<file path="config.mk">
export PLATFORM = sky130hd
export DESIGN_NAME = alu_ctrl_decode
export DESIGN_NICKNAME = d
export VERILOG_FILES = /design/src/rtl/alu_ctrl_decode.sv
export SDC_FILE = /design/constraint.sdc
export NUM_CORES = 1
export LEC_CHECK = 0
export CORE_ASPECT_RATIO = 0.6
export CORE_MARGIN = 2
export CORE_UTILIZATION = 40
export DETAILED_ROUTE_END_ITERATION = 10
export PLACE_DENSITY = 0.8
export SKIP_LAST_GASP = 1
export SYNTH_ARGS = -nofsm -noshare
export SYNTH_HDL_FRONTEND = slang
export SYNTH_SLANG_ARGS = --single-unit
</file>
<file path="constraint.sdc">
create_clock -name clk -period 3.6 [get_ports clk]
set_clock_uncertainty 0.15 [all_clocks]
set_input_delay 1.08 -clock clk [delete_from_list [all_inputs] [get_ports clk]]
set_output_delay 1.08 -clock clk [all_outputs]
set_load 0.02 [all_outputs]
</file>
<file path="src/rtl/alu_ctrl_decode.sv">
// ID/EX ALU control decoder for a MIPS subset: decodes instr into a registered ALU control word.
// Optional macro DECODE_ILLEGAL_EN flags undecodable instructions instead of executing them as ADD.
module alu_ctrl_decode (
  input  logic        clk,
  input  logic        reset,
  input  logic [31:0] instr,
  input  logic        valid_in,
  input  logic        stall,
  input  logic        flush,
  output logic [5:0]  alu_fun,
  output logic        sign,
  output logic        src_a,
  output logic        src_b,
  output logic        ext_sign,
  output logic        lui,
  output logic        valid_out,
  output logic        illegal
);

  localparam int unsigned FUN_W = 6;

  localparam logic [FUN_W-1:0] FUN_ADD = 6'b000000;
  localparam logic [FUN_W-1:0] FUN_SUB = 6'b000001;
  localparam logic [FUN_W-1:0] FUN_AND = 6'b011000;
  localparam logic [FUN_W-1:0] FUN_OR  = 6'b011110;
  localparam logic [FUN_W-1:0] FUN_XOR = 6'b010110;
  localparam logic [FUN_W-1:0] FUN_NOR = 6'b010001;
  localparam logic [FUN_W-1:0] FUN_SLL = 6'b100000;
  localparam logic [FUN_W-1:0] FUN_SRL = 6'b100001;
  localparam logic [FUN_W-1:0] FUN_SRA = 6'b100011;
  localparam logic [FUN_W-1:0] FUN_EQ  = 6'b110011;
  localparam logic [FUN_W-1:0] FUN_NEQ = 6'b110001;
  localparam logic [FUN_W-1:0] FUN_LT  = 6'b110101;
  localparam logic [FUN_W-1:0] FUN_LEZ = 6'b111101;
  localparam logic [FUN_W-1:0] FUN_LTZ = 6'b111011;
  localparam logic [FUN_W-1:0] FUN_GTZ = 6'b111111;

  typedef struct packed {
    logic [FUN_W-1:0] alu_fun;
    logic             sign;
    logic             src_a;
    logic             src_b;
    logic             ext_sign;
    logic             lui;
    logic             valid;
    logic             illegal;
  } ctrl_t;

  ctrl_t      dec_c;
  ctrl_t      ctrl_d;
  ctrl_t      ctrl_q;
  logic       known_c;
  logic [5:0] op_c;
  logic [5:0] funct_c;
  logic [4:0] rt_c;
  logic       unused_instr_c;

  assign op_c           = instr[31:26];
  assign funct_c        = instr[5:0];
  assign rt_c           = instr[20:16];
  assign unused_instr_c = ^{instr[25:21], instr[15:6]};

  // Instruction decode into a control word; known_c drops for anything unsupported.
  always_comb begin
    dec_c   = '0;
    known_c = 1'b1;
    case (op_c)
      6'h00: begin
        case (funct_c)
          6'h20: begin dec_c.alu_fun = FUN_ADD; dec_c.sign = 1'b1; end
          6'h21: dec_c.alu_fun = FUN_ADD;
          6'h22: begin dec_c.alu_fun = FUN_SUB; dec_c.sign = 1'b1; end
          6'h23: dec_c.alu_fun = FUN_SUB;
          6'h24: dec_c.alu_fun = FUN_AND;
          6'h25: dec_c.alu_fun = FUN_OR;
          6'h26: dec_c.alu_fun = FUN_XOR;
          6'h27: dec_c.alu_fun = FUN_NOR;
          6'h2A: begin dec_c.alu_fun = FUN_LT; dec_c.sign = 1'b1; end
          6'h2B: dec_c.alu_fun = FUN_LT;
          6'h00: begin dec_c.alu_fun = FUN_SLL; dec_c.src_a = 1'b1; end
          6'h02: begin dec_c.alu_fun = FUN_SRL; dec_c.src_a = 1'b1; end
          6'h03: begin dec_c.alu_fun = FUN_SRA; dec_c.src_a = 1'b1; end
          6'h04: dec_c.alu_fun = FUN_SLL;
          6'h06: dec_c.alu_fun = FUN_SRL;
          6'h07: dec_c.alu_fun = FUN_SRA;
          6'h08, 6'h09: dec_c.alu_fun = FUN_ADD;
          default: known_c = 1'b0;
        endcase
      end
      6'h08: begin dec_c.alu_fun = FUN_ADD; dec_c.sign = 1'b1; dec_c.ext_sign = 1'b1; dec_c.src_b = 1'b1; end
      6'h09: begin dec_c.alu_fun = FUN_ADD; dec_c.ext_sign = 1'b1; dec_c.src_b = 1'b1; end
      6'h0A: begin dec_c.alu_fun = FUN_LT; dec_c.sign = 1'b1; dec_c.ext_sign = 1'b1; dec_c.src_b = 1'b1; end
      6'h0B: begin dec_c.alu_fun = FUN_LT; dec_c.ext_sign = 1'b1; dec_c.src_b = 1'b1; end
      6'h0C: begin dec_c.alu_fun = FUN_AND; dec_c.src_b = 1'b1; end
      6'h0D: begin dec_c.alu_fun = FUN_OR; dec_c.src_b = 1'b1; end
      6'h0E: begin dec_c.alu_fun = FUN_XOR; dec_c.src_b = 1'b1; end
      6'h0F: begin dec_c.alu_fun = FUN_OR; dec_c.src_b = 1'b1; dec_c.lui = 1'b1; end
      6'h23, 6'h2B: begin dec_c.alu_fun = FUN_ADD; dec_c.ext_sign = 1'b1; dec_c.src_b = 1'b1; end
      6'h04: begin dec_c.alu_fun = FUN_EQ; dec_c.sign = 1'b1; end
      6'h05: begin dec_c.alu_fun = FUN_NEQ; dec_c.sign = 1'b1; end
      6'h06: begin dec_c.alu_fun = FUN_LEZ; dec_c.sign = 1'b1; end
      6'h07: begin dec_c.alu_fun = FUN_GTZ; dec_c.sign = 1'b1; end
      6'h01: begin
        if (rt_c == 5'd0) begin
          dec_c.alu_fun = FUN_LTZ;
          dec_c.sign    = 1'b1;
        end else begin
          known_c = 1'b0;
        end
      end
      6'h02, 6'h03: dec_c.alu_fun = FUN_ADD;
      default: known_c = 1'b0;
    endcase
  end

  // Pipeline register update: flush beats stall beats load; reset handled in the flop.
  always_comb begin
    ctrl_d = ctrl_q;
    if (flush) begin
      ctrl_d = '0;
    end else if (!stall) begin
      ctrl_d = '0;
      if (valid_in) begin
        if (known_c) begin
          ctrl_d       = dec_c;
          ctrl_d.valid = 1'b1;
        end else begin
`ifdef DECODE_ILLEGAL_EN
          ctrl_d.illegal = 1'b1;
`else
          ctrl_d.valid   = 1'b1;
`endif
        end
      end
    end
  end

  always_ff @(posedge clk) begin
    if (reset) begin
      ctrl_q <= '0;
    end else begin
      ctrl_q <= ctrl_d;
    end
  end

  assign alu_fun   = ctrl_q.alu_fun;
  assign sign      = ctrl_q.sign;
  assign src_a     = ctrl_q.src_a;
  assign src_b     = ctrl_q.src_b;
  assign ext_sign  = ctrl_q.ext_sign;
  assign lui       = ctrl_q.lui;
  assign valid_out = ctrl_q.valid;
  assign illegal   = ctrl_q.illegal;

endmodule

</file>
Layout detail:
Region (39, 18) to (64, 43) um. Cells in gray, sequential cells in the stronger gray; small squares are vias.
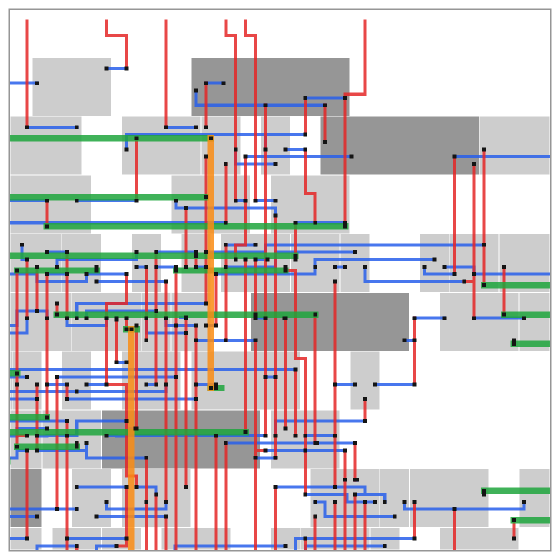
legend:
  blue:
    layer: M1
  red:
    layer: M2
  orange:
    layer: M4
  green:
    layer: M3
sequential cells in the window: 4
most frequent: clkdlybuf4s50_1 (9), nand2_1 (7), dfxtp_1 (4)
netlist names of flops here include: `alu_fun` (3), `src_a` (1)
cells with their middle in the window: 41

Gate-type map:
Drawn at 6 px/um.
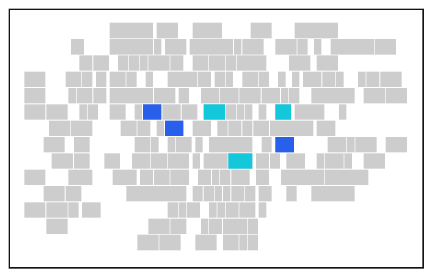
legend:
  blue:
    family: xor and xnor cells
    cells: 3
    most_used: xnor2_1
  cyan:
    family: non-inverting ao/oa cells
    cells: 3

==> results.txt <==
Physical design

Sorting the synthesized cells by area gives the leading types as sky130_fd_sc_hd__dfxtp_1 24%, sky130_fd_sc_hd__nand2_1 7.5%, sky130_fd_sc_hd__a21oi_1 6.5%. After clock tree synthesis, the clock-pin slew on the worst setup and hold paths is 0.05 ns. The placement-stage worst setup slack stands at -0.0314 ns.

0 antenna diodes ended up in the layout. According to the Yosys statistics, the synthesized design has a chip area of 1010 um2. The worst path needs 3.40 ns of the cycle, external delays included. The synthesis-to-finish area growth stands at 46.6%. Setup repair after global routing left no endpoint under its margin. In the global route stage, overall resource usage came out at 20.6%. The worst supply voltage drop on vdd stands at 0.113 mV. The cell-mix breakdown from Yosys lists the adder-cell area share as 0%.

The worst relative slew slack stands at 61.7%. Data arrives at the worst endpoint at 3.38 ns. The number of maximum-capacitance violations recorded for the run is 0. For this run, the register share of the synthesized area comes to 23.9%. The wire length recorded after detailed routing is 2840 um. In the final report, the number of pins over their slew limit comes to 0. The number of buffers between clock root and the deepest sink stands at 2.

The most used flip-flop cell after synthesis is sky130_fd_sc_hd__dfxtp_1. Note that the worst hold path type here is reg -> reg. The buffer count from post-CTS setup fixing stands at 0.

The remaining design rule violation count stands at 0. The global-route congestion overflow total stands at 0. The wire length of the first global-routing pass stands at 4570 um. STA classifies the critical path startpoint as an input port. The net count of the finished layout is 215. Per the detail_route report, routed wire per instance is 13.6 um. The flow ran to the end, and the final reports show no timing, DRC or antenna violations. The total of buffers placed on input and output ports stands at 33. The worst path meets setup with 0.201 ns of slack. In the final report, the number of hold violations comes to 0. The total standard cell area after synthesis stands at 1010 um2. The share of the synthesized netlist area taken by xor and xnor gates stands at 2.61%. The number of cells upsized or downsized after cts stands at 0. In this run the biggest area consumer among cell types represents 23.9% of the synthesized area. In the log, the iteration count for the first detailed-route pass is 5.

Dividing total power by cell area gives a power density of 257 nW/um2. In this run, distinct cell masters in the synthesized netlist total 41. Of the cells placed in the final design, the portion with a size suffix greater than 1 is 14.1%. A synthesized cell averages 7.24 um2.
Routing congestion map:
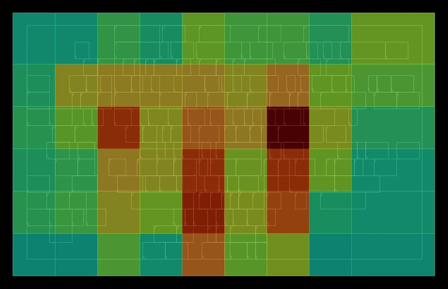
routing usage on met2: 32.7%
grt peak-use layer: met2
GR Layer Usage met1: 27.7%

Clock network drawn from the DEF:
Drawn at 6 px/um.
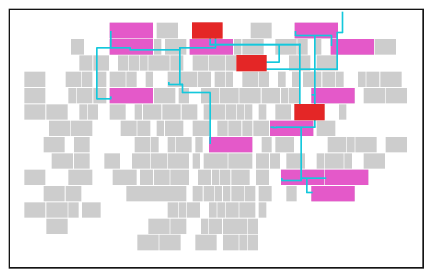
legend:
  cyan:
    item: clock wires
    length: 180 um
  magenta:
    item: flip-flops
    count: 12
  red:
    item: clock-net drivers
    count: 3
routed clock nets: 4

## critical path: stages
cell and delay (ns):
sky130_fd_sc_hd__clkdlybuf4s50_1 0.41, sky130_fd_sc_hd__or4_4 0.54, sky130_fd_sc_hd__or3_4 0.39, sky130_fd_sc_hd__a2111oi_4 0.44
sky130_fd_sc_hd__nor3_2 0.15, sky130_fd_sc_hd__o41ai_1 0.37
## synth_stat cells (3+ instances only)
cell type                  count
sky130_fd_sc_hd__inv_1         5
sky130_fd_sc_hd__a221oi_1      3
sky130_fd_sc_hd__o31ai_1       5
sky130_fd_sc_hd__nand2_1      20
sky130_fd_sc_hd__dfxtp_1      12
sky130_fd_sc_hd__a31oi_1       4
sky130_fd_sc_hd__o41ai_1       5
sky130_fd_sc_hd__nor2_1        9
sky130_fd_sc_hd__xnor2_1       3
sky130_fd_sc_hd__o21ai_0       7
sky130_fd_sc_hd__nand2b_1      4
sky130_fd_sc_hd__nor2b_1       3
sky130_fd_sc_hd__a21oi_1      13
sky130_fd_sc_hd__clkbuf_1      9
sky130_fd_sc_hd__nor3_1        4
## placed cells by master, fill, tap and decap left out, drive strengths merged, types with 2 or more instances in the layout
cell type and count:
a211oi 2, a21oi 13, a221oi 3, a31oi 4, buf 12, clkbuf 4
clkdlybuf4s50 33, dfxtp 12, inv 5, mux2 2, nand2 20, nand2b 4
nand3 2, nor2 9, nor2b 3, nor3 5, nor3b 2, o21ai 7
o22ai 2, o2bb2ai 2, o31ai 5, o41ai 5, or2 2, xnor2 3
## where the power goes
part	internal [mW]	switching, mW	total, mW
combinational	0.0469	0.0490	0.0959
clock	0.0968	0.0527	0.149
sequential	0.133	0.000244	0.134
total	0.277	0.102	0.379
## per-stage QoR
stage	TNS (ns)	instance area, um2
after detailed placement	-0.0855	1420
final	0	1480
after global placement	0	1420
after floorplan	0	1010
after CTS	0	1480
after global routing	0	1480
## cell type report
class	instances	area, um2
fill	223	977
tap	32	40.0
timing repair buffer	45	420
sequential	12	240
inverter	5	18.8
multi-input combinational	111	701
clock buffer	4	55.1
## final timing paths
kind | from | endpoint | slack, ns | cells after the start
min | alu_fun[2] | alu_fun[2] | 0.30 | 2
max | instr[26] | alu_fun[1] | 0.20 | 6
min reg2reg | alu_fun[2] | alu_fun[2] | 0.30 | 2
max reg2reg | alu_fun[4] | alu_fun[4] | 2.57 | 3
## metal layers
layer	wire [um]	track usage, %	vias up
met2	1290	32.7	67
met1	1250	27.7	538
li1	-	-	593
met5	0	0	-
met3	259	4.77	6
met4	38	6.27	0
## state kept, by name, indices dropped and copies added, names as in the netlist
register	count
alu_fun	6
valid_out	1
src_a	1
sign	1
lui	1
src_b	1
ext_sign	1
## cells by family (layout without fill, tap and decap cells)
family / after synthesis / count (layout)
compound gates: 50 / 50
xor+xnor: 3 / 3
buf+inv: 16 / 54
flops: 12 / 12
mux: 3 / 3
other cells: 1 / 1
simple gates: 54 / 54
Power is estimated from default activity; no workload was simulated.
